gate_families.png
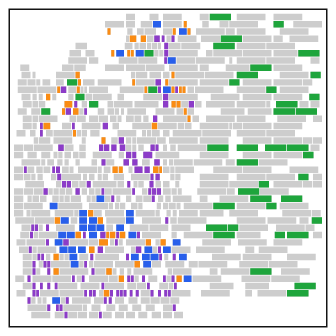
final_clocks.png
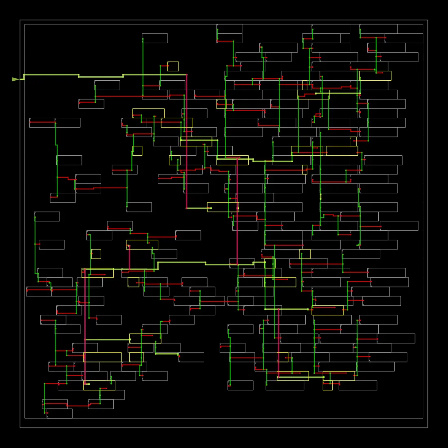
met2.png
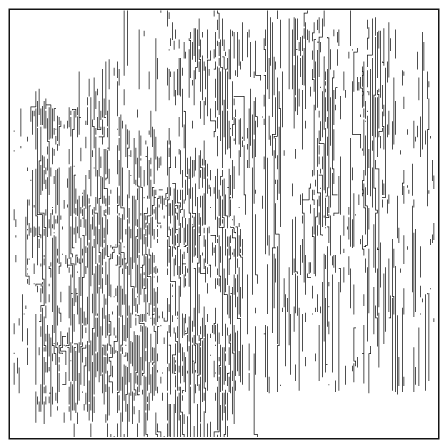
cell_classes.png
Bar = 20 um. Fill, decap, tap and diode cells in gray.
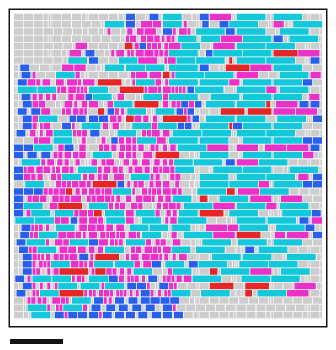
drive_strength.png
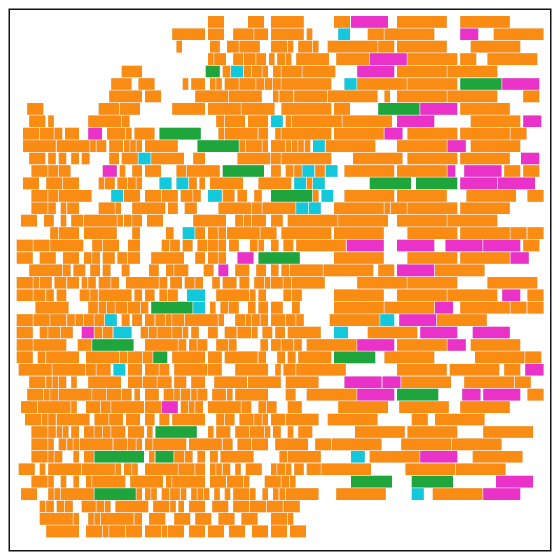
==> config.mk <==
export PLATFORM = sky130hd
export DESIGN_NAME = zero_run_controller
export DESIGN_NICKNAME = d
export VERILOG_FILES = /design/src/rtl/zero_run_pkg.sv /design/src/rtl/zero_run_fifo.sv /design/src/rtl/zero_run_controller.sv
export SDC_FILE = /design/constraint.sdc
export NUM_CORES = 1
export LEC_CHECK = 0
export CORE_UTILIZATION = 58
export CTS_CLUSTER_DIAMETER = 40
export DETAILED_ROUTE_END_ITERATION = 7
export PLACE_DENSITY = 0.89
export SYNTH_ARGS = -nofsm -noshare
export SYNTH_HDL_FRONTEND = slang
export SYNTH_SLANG_ARGS = --single-unit
==> constraint.sdc <==
create_clock -name clock -period 4.39 [get_ports clock]
set_clock_uncertainty 0.2 [all_clocks]
set_input_delay 0.878 -clock clock [delete_from_list [all_inputs] [get_ports clock]]
set_output_delay 0.878 -clock clock [all_outputs]
set_load 0.01 [all_outputs]
==> job_summary.md <==
## PnR job results

| Metric | Value |
|---|---|
| PwrDens | 496 mW/mm^2 |
| Reg2reg setup slack | about 1.5 ns |
| Min Clock Period, post-route | between 3 and 4 ns |
| Hold Path Depth | 2 |
| Max transition margin | 0.346 |
| Initial DRC count | 552 |
| Setup TNS | 0 ns |
| H-tree depth | 4 |
| Largest net degree at the start of global routing | 66 |
| Inserted Diodes | 0 |
| Registers, synthesis | between 150 and 200 |
| Clock root cell | clkbuf_16 |
| # hold bufs at CTS | 0 |
| Final hold vios | 0 |
| Floorplan Nets | 746 |
| Worst hold slack | 0.269 ns |
| GR Overflow Total | 0 |
| Residual DRC | 0 |
| Gate Area | roughly 0.0031 mm^2 |
| Main flop type | edfxtp_1 |
| Max rail drop VDD | 0.291 mV |
| Post-synth ARST share | 0 |
| Vias in the first global route | 5950 |
| RSZ-0062 raised after global routing | no |
| CTS tree | yes |
| Largest register FFs | 96 |
| Worst Tran Pin Value | between 0.9 and 1 ns |
| Synth Seq Share | 0.578 |
| Worst-path clk slew | 0.06 ns |
| Drt first pass iters | 5 |
| Fillers | 854 |
| Cell area after synthesis | approximately 0.0078 mm^2 |
| Netlist cell types | 49 |
| Vias per cell | 6.20 |
| Layout Cells excl Fill | 956 |
| Chip Height | 118 um |
| Share of cells above drive strength 1 | 0.117 |
| Status | completed |
| Final net count | 846 |
| Hold Crit Class | reg -> reg |
| Cts repair resizes | 0 |
| Startpoint types | flip-flop |
| Yosys stat chip area | 0.00783 mm^2 |
| Dpl hpwl | 12300 um |
| Leak Pwr | ~3.3 nW |
| Initial antenna violation count | 0 |
| Yosys Instances | ~670 |
| Post-synthesis cell count | about 670 |
| OpenROAD warning count | 46 |
| First-pass GRT wire length | 30200 um |
| Fmax | roughly 0.28 GHz |
| Dpl cells | approximately 920 |
| R2r worst-path depth | 10 |
| Clk buf depth | 2 |
| Port Buffer Count | 102 |
| Die extent in x | 118 um |
| Core area | approximately 0.013 mm^2 |
| CTS Buf Count | 17 |
| DRT antenna net count | 0 |
| Critical path type | reg -> out |
| CP Capture Type | output pin |
| Max-cap violation count | 0 |
| Crit Path Max Fanout | 8 |
| Top cells excl fill/tap | clkdlybuf4s50_1 (102), edfxtp_1 (96), nand2_1 (85) |
| Setup violators final | 0 |
| Final core occ | 0.727 |
| GP Congestion | a little under 0.9 |
| Average wire per standard cell | between 15 and 20 um |
| Boundary Pins | 119 |
| Mean Syn Cell Area | ~12 um^2 |
| Power Total | 4.76 mW |
| Post-synth EDFFs | 96 |
| Final period util | 0.819 |
| Post-CTS repair timing setup buffer count | 0 |
| Full die area | 0.0140 mm^2 |
| Worst path arrival time | approximately 2.5 ns |
| Yosys warns | 0 |
| Floorplan utilization | 0.594 |
| Flop area | 0.00452 mm^2 |
| Worst Path Required | 3.31 ns |
| Final Slew Violations | 0 |
| GRT Total Usage | 0.281 |
## Picture notes: gate_families.png
- NAND gates: purple (cells 127; most used nand2_1)
- XOR/XNOR gates: blue (cells 38; most used xor2_1)
- multiplexers: green (cells 42; most used mux4_2)
- NOR gates: orange (cells 54; most used nor2_1)
Comb area share: 0.325
most numerous logic cell after layout: clkdlybuf4s50_1

## Picture notes: final_clocks.png
P_clk: 1.43 mW
FFs & Latches: 178
# clock sinks: 178
worst skew pair latency: 0.42 ns

## Picture notes: met2.png
- nets with wire on the layer: 753
- share of all routed wire: 52%
- longest straight run: 49.3 um
- main direction: vertical
- wire length on this layer: 9700 um
total routed wirelength: 18700 um
DR vias: 5925
GRT met2 Usage: 0.489

## Picture notes: cell_classes.png
- all other logic: magenta (cells 451; share of their area 33%)
- flops: cyan (cells 178; share of their area 48%)
- clock drivers and dummy loads: red (cells 32; share of their area 6.0%)
- other buffers and delay cells: blue (cells 119; share of their area 12%)
flop share of the area: 0.472
FP Rows: 42
fin area: 0.00960 mm^2

## Picture notes: drive_strength.png
- drive 3 to 4: cyan (cells 27; share 3.5%; most used buf_4)
- drive 1 or less: orange (cells 689; share 88%; most used clkdlybuf4s50_1)
- drive 2: magenta (cells 43; share 5.5%; most used mux4_2)
- drive 6 and up: green (cells 21; share 2.7%; most used clkbuf_16)
area growth from synthesis to layout: 22.5%
non-clock buffer count in the final layout: 119
Final WS setup: 0.794 ns

==> routing by layer <==
layer	global-route usage	share of wire	vias to the layer above
li1	-	-	2693
met3	0.0714	0.071	49
met4	0.119	0.028	0
met2	0.489	0.52	285
met1	0.330	0.38	2898
met5	0	0	-
==> cell type report <==
class | instances | area share
Multi-Input combinational cell | 445 | 0.325
Inverter | 6 | 0.00235
Timing Repair Buffer | 119 | 0.120
Tap cell | 176 | 0.0229
Clock buffer | 19 | 0.0451
Clock inverter | 13 | 0.0134
Sequential cell | 178 | 0.472
==> cell usage after synthesis, types with 7 or more instances <==
library cell | n | area [um^2]
edfxtp_1 | 96 | 2880
or4_1 | 16 | 120
o21ai_0 | 20 | 100
nor4_1 | 20 | 125
nor3_1 | 7 | 35.0
nand4_1 | 13 | 81.3
dfxtp_1 | 82 | 1640
mux2_2 | 12 | 135
nor2_1 | 23 | 86.3
xor2_1 | 36 | 315
o31ai_1 | 11 | 82.6
nand2b_1 | 8 | 50.1
a21oi_1 | 67 | 335
nand2_1 | 85 | 319
mux4_2 | 24 | 541
and3_1 | 8 | 50.1
or3_1 | 27 | 169
clkbuf_1 | 27 | 101
nand3_1 | 18 | 90.1
ha_1 | 11 | 138
==> critical path: stages, from the launching register on <==
cell and delay, ns:
dfxtp_1 0.55, xor2_1 0.15, nor4_1 0.32, nand4_1 0.15, nor3_2 0.32, nor2_1 0.12, clkdlybuf4s50_1 0.50
==> cell families (layout without fill, tap and decap cells) <==
group,Yosys count,after routing,synth area share
muxes,42,42,0.0941
AOI/OAI and AO/OA,108,108,0.0761
and+or+nand+nor,245,245,0.164
adders and majority gates,12,12,0.0201
xor gates and xnor gates,38,38,0.0425
buffers and inverters,44,157,0.0249
DFF,178,178,0.578
==> metrics by stage <==
| stage | cell area, um^2 | setup WS [ns] |
|---|---|---|
| 5_1_grt | 9600 | 0.649 |
| 4_1_cts | 9600 | 0.761 |
| 3_3_place_gp | 9030 | 0.680 |
| 6_report | 9600 | 0.794 |
| 2_1_floorplan | 7830 | 1.21 |
| 3_5_place_dp | 9030 | 0.570 |
==> report_power, final <==
group	internal [mW]	switching, mW	total (mW)
combinational	0.610	0.706	1.32
clock	0.790	0.638	1.43
sequential	1.90	0.115	2.02
total	3.30	1.46	4.76
Power and IR drop assume default switching activity.
